Design btb_update_ctrl, sky130hd; sources not shown.
### Where the registers sit

The bar under the picture is 20 um long. Other sequential cells in the stronger grey, the rest of the logic in the fainter grey.
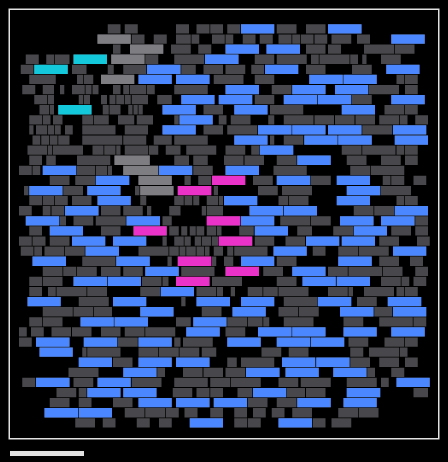
- magenta: sweep_q (flops 8; where centre)
- cyan: u_fifo/count_o (flops 3)
- blue: u_fifo/mem_q (flops 128; where widely spread)
- not coloured: 8
sequential power: 828 uW
sequential cell area share: 0.418
final core occ: 0.730

### Cell density map

12 x 12 tiles, from black (low) to pale yellow (high), 0 to 100% covered.
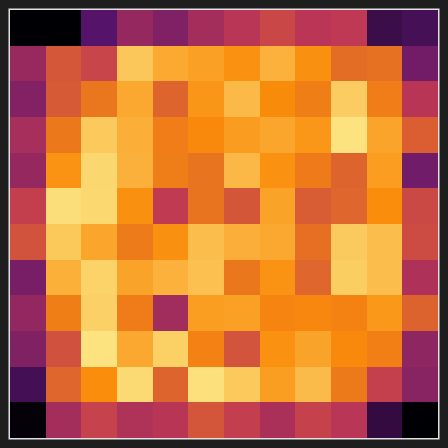
- tiles over 75% full: 41%
- fullest tile: 94%
- nearly empty tiles: 2.8%
- mean over tiles: 65%
fp_density: 0.626
Core ar.: 12100 um2

### Congestion heat map

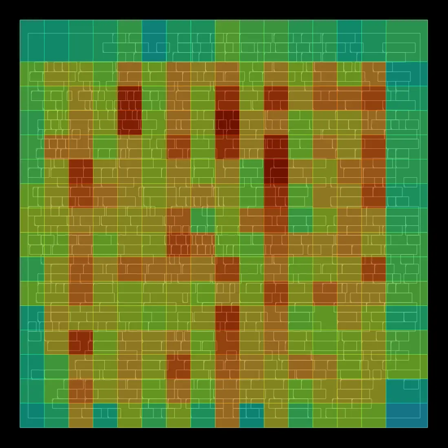
M1 GR Usage: 0.342
Tot GR Track Use: 0.245
post-DR wirelength/cell: 20.5 um
M3 GR Usage: 0.0575
met2 Track Usage GR: 0.385

==> results.py <==
# Synthesis and PnR figures
metrics = {
    "setup_path": {
        "crit_path_max_fanout": 32,
        "rr_worst_depth": 8,
        "cp-end-kind": "register",
        "path_cells": "or3b_4, inv_1, nor2b_1, and2_1, nor2b_1, and2b_2, nand3_4, mux2_4",
        "crit_cells": 8,
        "slowest_delay_ps": 760,
        "regToRegSetupSlack_ps": 3410,
        "crit_type": "register to register",
        "arrival_ps": 4180,
        "cp_num_buf_inv": 1,
        "crit_family": "simple AND/OR/NAND/NOR gates",
        "cp.required_ps": 7600,
        "crit_slowest_cell": "nor2b_1",
        "setup.worst_path.start_class": "register",
        "cp_common_cell": "nor2b_1",
    },
    "floorplan": {
        "ios": 79,
        "dieArea_um2": 13300,
        "rows": 40,
        "die_x_um": 115,
        "taps": 168,
        "die_h_um": 115,
    },
    "power": {
        "p_per_area_nw_per_um2": 196,
        "power.total_mw": 1.73,
        "power_leader": "the clock network",
        "switching_share": 0.205,
        "ir_drop_mv": 0.177,
        "p_leak_nw": 4.30,
        "sequentialPowerShare": 0.479,
        "intPower_mw": 1.37,
        "netSwitchingPower_uw": 355,
        "clk-power_uw": 829,
    },
    "sta": {
        "tightest_slew_ps": 953,
        "finalSetupViolCount": 0,
        "fin_skew_ps": 10.6,
        "slew_violations": 0,
        "fin_crit_sh": 0.532,
        "worst_slack_ps": 3410,
        "finalHoldViolations": 0,
        "rsz0062_at_grt": "no",
        "fin_tns_setup_ps": 0,
        "holdWs_ps": 364,
        "max_freq_mhz": 257,
    },
    "layout": {
        "regArea_um2": 3680,
        "synthToLayoutAreaGrowth_pct": 16.5,
        "largest_reg_flops": 128,
        "ff_count": 147,
        "drive_gt1_frac": 0.380,
        "mostFrequentLayoutCells": "dfrtp_1 (145), mux2_4 (120), clkdlybuf4s50_1 (77)",
        "nets": 583,
        "fillers": 763,
        "layout.area.comb_um2": 3500,
        "lay_top_count": "dfrtp_1",
        "final-nonclk-buf-share": 0.0923,
        "num-clock-buffers": 28,
        "n_antenna_cell": 0,
        "fin_cells": 720,
        "multi_input_comb_cells": 281,
        "final_cell_area_um2": 8800,
    },
    "yosys": {
        "async_reset_ff_frac": 1.00,
        "yosysWarnings": 6,
        "ys_types": 44,
        "yosysSeqAreaShare": 0.487,
        "syn_nets": 514,
        "synthTopLogicFamily": "multiplexers",
        "edf_count": 0,
        "mux_area_frac": 0.358,
        "synthSimpleGateAreaFrac": 0.0610,
        "aoi_share": 0.0283,
        "synth_top_area_share": 0.487,
        "numSynthFlops": 147,
        "synth_stat.cells": 470,
        "synthFlopType": "dfrtp_1",
        "syn-instance-count": 470,
        "fa_ha_area_frac": 0.0109,
        "ys_sh_xor": 0.00464,
        "topCellsByArea": "dfrtp_1 (49%), mux2_4 (24%), mux4_2 (9.5%)",
        "post-synth-top-area-cell": "dfrtp_1",
        "post_synth.cell_area_avg_um2": 16.1,
    },
    "clock_tree": {
        "cts_made_buffers": 17,
        "ctsResizeCount": 0,
        "root_buffer": "clkbuf_16",
        "post-cts-setup-buffers": 0,
        "ctsHoldBuffers": 0,
        "clk_latency_ps": 420,
        "cts_tree": "done",
        "clock_sinks": 147,
    },
    "placed_design": {
        "dp_hpwl_mm": 8.69,
        "pre_cts_slack_ps": 3160,
        "place_congestion": 0.759,
        "io_buffers": 78,
    },
    "routing": {
        "drtPass1Iterations": 4,
        "routed-wl-met3_um": 631,
        "wl_met2_mm": 7.28,
        "num_vias": 4154,
        "drtAntennaViolNets": 0,
        "drc_errors": 0,
        "routed_via_density": 5.77,
        "drt_wl_total_mm": 14.8,
        "drt_iter0_drc": 302,
        "highest_layer": "met4",
    },
    "run_status": {
        "outcome": "completed",
    },
    "global_routing": {
        "grt_busiest_layer": "met2",
        "grt_max_degree": 97,
        "grt_overflow": 0,
        "grt_pass1_wl_mm": 24.4,
        "grt_antenna_before_repair": 0,
    },
    "flow_run": {
        "maxCapViolCount": 0,
    },
}
Power and IR drop assume default switching activity.
